[src/rtl/aes_block_loader.sv]
// Packs a stream of WORD_W-bit words into DATA_W-bit key / plaintext blocks for a pipelined AES core.
// Define AES_LOADER_BYTESWAP_EN to byte-reverse every accepted word before packing; timing is unchanged.
module aes_block_loader #(
  parameter int DATA_W  = 128,
  parameter int WORD_W  = 32,
  parameter int KEY_GAP = 2
) (
  input  logic              clk,
  input  logic              reset,
  input  logic [WORD_W-1:0] s_word,
  input  logic              s_valid,
  input  logic              s_is_key,
  output logic              s_ready,
  output logic              cipherkey_valid_out,
  output logic [DATA_W-1:0] cipher_key,
  output logic              data_valid_out,
  output logic [DATA_W-1:0] plain_text,
  output logic              key_loaded,
  output logic              drop_err
);

  localparam int WORDS = DATA_W / WORD_W;
  localparam int CNT_W = (WORDS > 1) ? $clog2(WORDS) : 1;
  localparam int STG_W = DATA_W - WORD_W;
  localparam logic [CNT_W-1:0] LAST_WORD = CNT_W'(WORDS - 1);
  localparam logic [3:0] GAP_LOAD = (KEY_GAP > 0) ? 4'(KEY_GAP - 1) : 4'd0;

  typedef enum logic [2:0] {
    COLLECT,
    KEY_PULSE,
    GAP,
    DATA_PULSE,
    DROP
  } state_t;

  state_t state;
  state_t state_next;

  logic [CNT_W-1:0]  word_cnt;
  logic [STG_W-1:0]  staging;
  logic              is_key_q;
  logic [3:0]        gap_cnt;
  logic [WORD_W-1:0] word_in;
  logic [DATA_W-1:0] block;
  logic              xfer;
  logic              last_xfer;
  logic              block_is_key;
  logic              ready_d;
  logic              key_pulse_d;
  logic              data_pulse_d;
  logic              drop_d;

`ifdef AES_LOADER_BYTESWAP_EN
  always_comb begin
    word_in = '0;
    for (int b = 0; b < WORD_W / 8; b++) begin
      word_in[WORD_W - 8 * (b + 1) +: 8] = s_word[8 * b +: 8];
    end
  end
`else
  assign word_in = s_word;
`endif

  // Staging only keeps the earlier words; the final word joins straight from the bus.
  assign xfer         = s_valid && (state == COLLECT);
  assign last_xfer    = xfer && (word_cnt == LAST_WORD);
  assign block        = {staging, word_in};
  assign block_is_key = (word_cnt == '0) ? s_is_key : is_key_q;

  always_ff @(posedge clk or negedge reset) begin
    if (!reset) begin
      state <= COLLECT;
    end else begin
      state <= state_next;
    end
  end

  always_comb begin
    state_next = state;
    unique case (state)
      COLLECT: begin
        if (last_xfer) begin
          if (block_is_key) begin
            state_next = KEY_PULSE;
          end else if (key_loaded) begin
            state_next = DATA_PULSE;
          end else begin
            state_next = DROP;
          end
        end
      end
      KEY_PULSE:  state_next = (KEY_GAP > 0) ? GAP : COLLECT;
      GAP:        state_next = (gap_cnt == 4'd0) ? COLLECT : GAP;
      DATA_PULSE: state_next = COLLECT;
      DROP:       state_next = COLLECT;
      default:    state_next = COLLECT;
    endcase
  end

  // Each output is the registered image of the state about to be entered.
  always_comb begin
    ready_d      = (state_next == COLLECT);
    key_pulse_d  = (state_next == KEY_PULSE);
    data_pulse_d = (state_next == DATA_PULSE);
    drop_d       = (state_next == DROP);
  end

  always_ff @(posedge clk or negedge reset) begin
    if (!reset) begin
      s_ready             <= 1'b1;
      cipherkey_valid_out <= 1'b0;
      data_valid_out      <= 1'b0;
      drop_err            <= 1'b0;
      key_loaded          <= 1'b0;
      cipher_key          <= '0;
      plain_text          <= '0;
    end else begin
      s_ready             <= ready_d;
      cipherkey_valid_out <= key_pulse_d;
      data_valid_out      <= data_pulse_d;
      drop_err            <= drop_d;
      key_loaded          <= key_loaded | key_pulse_d;
      if (key_pulse_d) begin
        cipher_key <= block;
      end
      if (data_pulse_d) begin
        plain_text <= block;
      end
    end
  end

  always_ff @(posedge clk or negedge reset) begin
    if (!reset) begin
      word_cnt <= '0;
      staging  <= '0;
      is_key_q <= 1'b0;
      gap_cnt  <= 4'd0;
    end else begin
      if (xfer) begin
        word_cnt <= last_xfer ? '0 : word_cnt + 1'b1;
        staging  <= block[STG_W-1:0];
        if (word_cnt == '0) begin
          is_key_q <= s_is_key;
        end
      end
      if (state == KEY_PULSE) begin
        gap_cnt <= GAP_LOAD;
      end else if (state == GAP && gap_cnt != 4'd0) begin
        gap_cnt <= gap_cnt - 4'd1;
      end
    end
  end

endmodule
[config.mk]
export PLATFORM = sky130hd
export DESIGN_NAME = aes_block_loader
export DESIGN_NICKNAME = d
export VERILOG_FILES = /design/src/rtl/aes_block_loader.sv
export SDC_FILE = /design/constraint.sdc
export NUM_CORES = 1
export LEC_CHECK = 0
export ABC_AREA = 1
export CORE_MARGIN = 1.5
export CORE_UTILIZATION = 50
export DETAILED_ROUTE_END_ITERATION = 6
export DONT_BUFFER_PORTS = 1
export GPL_TIMING_DRIVEN = 1
export SLEW_MARGIN = 20
export SYNTH_ARGS = -nofsm -noshare
export SYNTH_HDL_FRONTEND = slang
export SYNTH_SLANG_ARGS = --single-unit
[constraint.sdc]
create_clock -name clk -period 2.1 [get_ports clk]
set_input_delay 0.21 -clock clk [delete_from_list [all_inputs] [get_ports clk]]
set_output_delay 0.21 -clock clk [all_outputs]
set_load 0.02 [all_outputs]
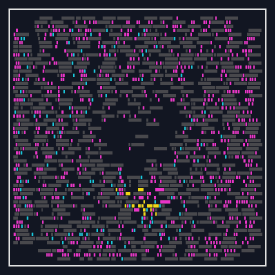
run_1/gates.png
Drawn at 1.5 px/micron.
[cyan] inv cells | cells: 111 | most used: inv_1 | where: all over the die
[yellow] nor cells | cells: 14 | most used: nor2_1 | where: bottom centre
[magenta] nand cells | cells: 693 | most used: nand2_1 | where: all over the die
final std cells w/o fill: 1877
most common logic cell in the routed design: nand2_1

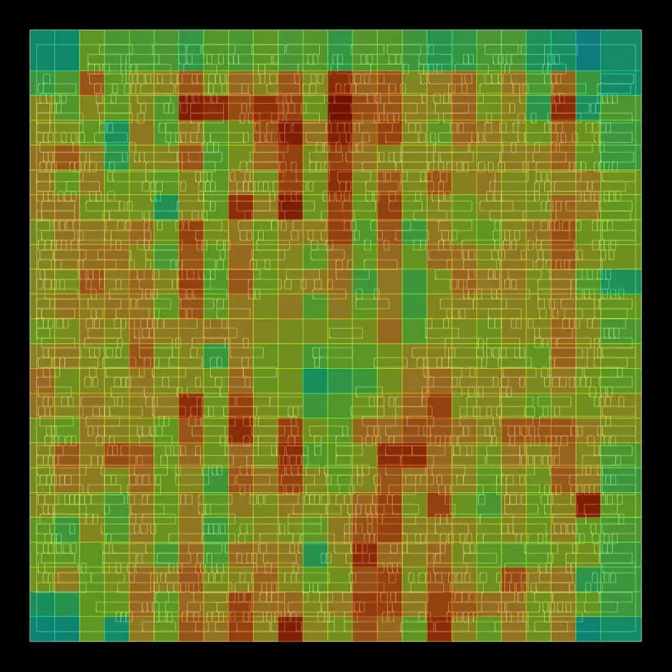
run_1/congestion_map.png
all-layer global routing usage: 0.250
met1 Use GR: 0.347
met3 Usage GRT: 0.0733

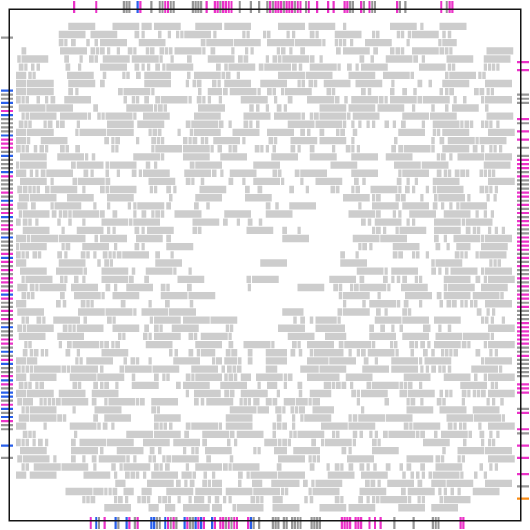
run_1/pinout.png
Drawn at 3 px/micron. Pins as bars across the die edge, other pins in grey.
[blue] s_word | pins: 32 | direction: input | edge: 20 left, 11 bottom, 1 top
[orange] reset | pins: 1 | direction: input | edge: right
[magenta] plain_text | pins: 128 | direction: output | edge: 41 right, 33 top, 28 bottom, 26 left
all pins by edge: 87 left, 77 right, 70 bottom, 63 top
Die X: 170 microns
port bufs: 0

==> results_slide.txt, run 1 <==
Synthesis and Place & Route Summary

Power and ir drop
  • Clock share of power: 0.244
  • Sequential power: 0.0152 W
  • Switching share of power: 0.418
  • Tot Pwr: 0.0268 W
  • Part of the power in registers: 0.567
  • P_clk: 0.00653 W
  • Top pwr grp: sequential cells
  • Pwr Density: 1690 mW/mm^2

Clocking
  • Post-CTS Hold Fix Bufs: 33
  • H-tree levels: 2
  • CTS tree: yes
  • CTS buffer count: 39
  • Clk buf depth: 3
  • Clk latency late pin: 0.52 ns
  • Sink Count: 367

Final timing
  • Setup Viol. Count Final: 0
  • Minimum clock period: 1.95 ns
  • Hold slack: -0.608 ns
  • Fin. Hold Viols: 367
  • Final critical-path share of the clock period: 0.928
  • Max Transition Viols Final: 0
  • Post-route setup slack: 0.151 ns
  • Slew Limit Headroom: 0.388
  • RSZ-0062 raised after global routing: no

Cells and area
  • Comb gates: 912
  • Share of cells above drive strength 1: 0.0538
  • Nets: 1517
  • Clock buffers: between 60 and 70
  • Flop area: 0.00919 sq mm
  • Design area: 0.0158 sq mm
  • Logic share of the area: 0.250
  • Repair and plain buffers: 47
  • Area grow syn2layout: 13.4%
  • Fill cells: 2436
  • Inverter count: 111
  • Largest regs: cipher_key x128, plain_text x128, staging x96
  • Seq_cells: 367

Yosys
  • Ys async rst share: 1.00
  • Top cells, area: dfrtp_1 66%, nand2_1 15%, o21ai_0 7.1%
  • Sequential-to-total area share from yosys stat: 0.659
  • Synth warn: 0
  • Synth cell count leaders: 556 x nand2_1, 366 x dfrtp_1, 198 x o21ai_0, 133 x nand3_1, 109 x inv_1
  • Top cell area share: 0.657
  • Largest area contributor in the netlist: dfrtp_1
  • Ys flop type: dfrtp_1
  • Distinct cells, synth: 23
  • Syn Area/Cell: roughly 9.4 sq um
  • # Cells Yosys: 1480
  • Synthesized instance count: 1480

Drt
  • DR vias: 9655
  • DR top layer: met4
  • Post-DRT Antenna Nets: 0
  • Vias per cell: approximately 5.1
  • Met1 Wirelength: 15900 microns
  • Initial DRC Count: ~950

Die
  • Ports: between 200 and 300
  • Num rows: 60
  • CORE AREA: 0.0272 sq mm

Setup path
  • Crit-path cells: inv_1 > ha_1 > nand3_1 > nand2_1 > nand2_1 > nor2_4 > buf_12 > nand3_1 > nand2_1
  • WS Path Type: flop to flop
  • Crit path buffers/inverters: 2
  • WP data required: 2.55 ns
  • Worst-path fanout max: 75

Global routing
  • GRT overflow: 0
  • Antenna violations before repair: 0

Flow run
  • Tool warnings: 33

Placement
  • Setup slack at placement: 0.104 ns
  • Placed insts: 1775
  • Routability Congestion: approximately 0.76

Run status
  • Violated checks: hold timing
  • Status: finished, violations left
[run 1: logic make-up after synthesis]
kind of cell,share of synthesized area
simple gates,0.205
fa+ha+maj,0.00269
compound gates,0.0727
flops,0.659
buf+inv,0.0610
[run 1: path summary, 6_finish.rpt]
kind	depth (start not counted)	slack [ns]	from	to
hold / removal	0	-0.61	reset	plain_text[121]$_DFFE_PN0N_
min in group clk	4	0.06	s_valid	drop_err$_DFF_PN0_
hold reg to reg	2	0.50	staging[75]$_DFFE_PN0P_	plain_text[107]$_DFFE_PN0N_
max in group asynchronous	0	1.94	reset	cipher_key[101]$_DFFE_PN0N_
setup / recovery	9	0.15	gap_cnt[0]$_DFFE_PN0N_	cipher_key[23]$_DFFE_PN0N_
setup reg to reg	9	0.15	gap_cnt[0]$_DFFE_PN0N_	cipher_key[23]$_DFFE_PN0N_
==> run 2: changes to the inputs <==
- MAX_ROUTING_LAYER: unset -> met4
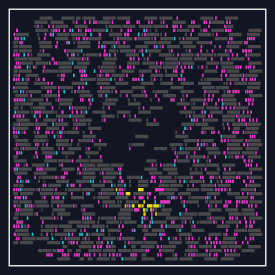
run_2/gates.png
Drawn at 1.5 px/micron.
[cyan] inv cells | cells: 111 | most used: inv_1 | where: all over the die
[magenta] nand cells | cells: 693 | most used: nand2_1 | where: all over the die
[yellow] nor cells | cells: 14 | most used: nor2_1 | where: bottom centre
logic share of the area: 0.250
final std cells w/o fill: 1878

==> run 2 against run 1 <==
The flow still finishes with violations (hold timing). Sequential share of layout area shrank 0.092 points. Clock skew grew 0.0045 ns. Worst setup slack lost 0.010 ns. Sequential power is essentially flat. Total power grew 0.64%. Critical endpoint is now cipher_key[103]$_DFFE_PN0N_. Largest cell class unchanged.
==> results_slide.txt, run 2 <==
Synthesis and Place & Route Summary

Run status
  • Status: finished, violations left
  • Violated checks: hold timing

Placement
  • Setup slack at placement: roughly 0.10 ns
  • Routability Congestion: 0.768
  • Port bufs: 0
  • Placed insts: around 1800

Final timing
  • Fin. Hold Viols: roughly 370
  • RSZ-0062 raised after global routing: no
  • Slew Limit Headroom: 0.488
  • Hold slack: -0.610 ns
  • Post-route setup slack: about 0.14 ns
  • Final critical-path share of the clock period: 0.933
  • Max Transition Viols Final: 0
  • Setup Viol. Count Final: 0
  • Minimum clock period: 1.96 ns

Die
  • Ports: about 300
  • CORE AREA: roughly 0.027 sq mm
  • TAP cells: 372
  • Die X: 170 microns
  • Chip area: 0.0289 sq mm
  • Num rows: 60

Yosys
  • Area fraction in compound gates: 0.0727
  • Synthesized instance count: 1480
  • Top cells, area: dfrtp_1 66%, nand2_1 15%, o21ai_0 7.1%
  • Xor/xnor share of the synthesized area: 0
  • Top cell area share: 0.657
  • Sequential-to-total area share from yosys stat: 0.659
  • Comb area leader: simple AND/OR/NAND/NOR gates
  • YS chip area: between 0.01 and 0.015 sq mm
  • Floorplan net count: 1519
  • Mux share: 0
  • Adder Area Share: 0.00269
  • Ys flop type: dfrtp_1
  • # Cells Yosys: 1480
  • Yosys reg bits: 367
  • Ys async rst share: 1.00
  • Distinct cells, synth: 23
  • Yosys simple share: 0.205
  • Synth warn: 0
  • Syn Area/Cell: 9.42 sq um
  • Largest area contributor in the netlist: dfrtp_1
  • Synth cell count leaders: 556 x nand2_1, 366 x dfrtp_1, 198 x o21ai_0, 133 x nand3_1, 109 x inv_1

Cells and area
  • Largest regs: cipher_key x128, plain_text x128, staging x96
  • Repair and plain buffers: roughly 48
  • Most common logic cell in the routed design: nand2_1
  • Comb gates: 912
  • Comb gate area: 0.00396 sq mm
  • Area grow syn2layout: 13.6%
  • Nets: 1518
  • Share of cells above drive strength 1: 0.0544
  • Fill cells: 2432
  • Clock buffers: 62
  • Seq_cells: 367
  • Inverter count: 111
  • Design area: 0.0158 sq mm

Drt
  • DR vias: 9721
  • DR top layer: met4
  • Initial DRC Count: between 1000 and 1500
  • Post-DRT Antenna Nets: 0
  • Met1 Wirelength: 16200 microns
  • Vias per cell: 5.18

Flow run
  • Tool warnings: 33

Power and ir drop
  • Tot Pwr: about 0.027 W
  • Pwr Density: 1700 mW/mm^2
  • Leak: 8.17 nW
  • Switching share of power: 0.420
  • Gate power share: 0.193
  • P_clk: roughly 0.0066 W
  • Part of the power in registers: 0.564
  • Clock share of power: 0.243
  • Top pwr grp: sequential cells

Setup path
  • Crit path buffers/inverters: 4
  • Worst-path fanout max: 54
  • Largest stage delay, worst path: 0.38 ns
  • WP data required: about 2.5 ns
  • WS Path Type: flop to flop
  • Crit-path cells: inv_1 > ha_1 > inv_1 > nand2_1 > nand3_1 > inv_2 > nand2_8 > nand3_4 > buf_16 > nand2_1 > nand2_1

Global routing
  • Met1 Use GR: 0.351
  • Met3 Usage GRT: 0.0716
  • Antenna violations before repair: 0
  • GRT overflow: 0
  • Top Usage Layer GRT: met2
  • All-layer global routing usage: 0.258

Clocking
  • Clk latency late pin: 0.52 ns
  • CTS buffer count: 39
  • CTS tree: yes
  • H-tree levels: 2
  • Sink Count: 367
  • Cts repair resizes: 0
  • Post-CTS Hold Fix Bufs: 33
  • Clk buf depth: 3
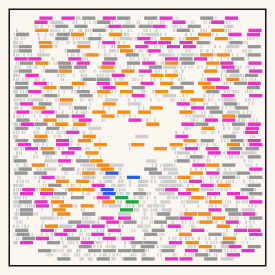
run_2/ff_map.png
Drawn at 1.5 px/micron. Other sequential cells in the stronger grey, the rest of the logic in the fainter grey.
[orange] staging | placed flops: 96 | where: all over the die
[magenta] plain_text | placed flops: 128 | where: all over the die
[blue] gap_cnt | placed flops: 4
[green] state | placed flops: 3
not coloured: 136
sequential power: 0.0152 W
Flop area: 0.00919 sq mm
flop share of the area: 0.580
fin util: 0.583

==> run 2: cell counts after synthesis <==
Identical to the previous run, type by type.
==> run 2: worst paths after layout <==
| kind | from | to | slack [ns] | cells after the start |
|---|---|---|---|---|
| max | word_cnt[0]$_DFFE_PN0P_ | cipher_key[103]$_DFFE_PN0N_ | 0.14 | 11 |
| min | reset | plain_text[121]$_DFFE_PN0N_ | -0.61 | 0 |
| max reg2reg | word_cnt[0]$_DFFE_PN0P_ | cipher_key[103]$_DFFE_PN0N_ | 0.14 | 11 |
| min reg2reg | staging[68]$_DFFE_PN0P_ | plain_text[100]$_DFFE_PN0N_ | 0.50 | 2 |
| max in group asynchronous | reset | cipher_key[101]$_DFFE_PN0N_ | 2.13 | 0 |
| min in group clk | s_valid | drop_err$_DFF_PN0_ | 0.06 | 4 |
No activity file was given, so power comes from the tool's default toggle rates.
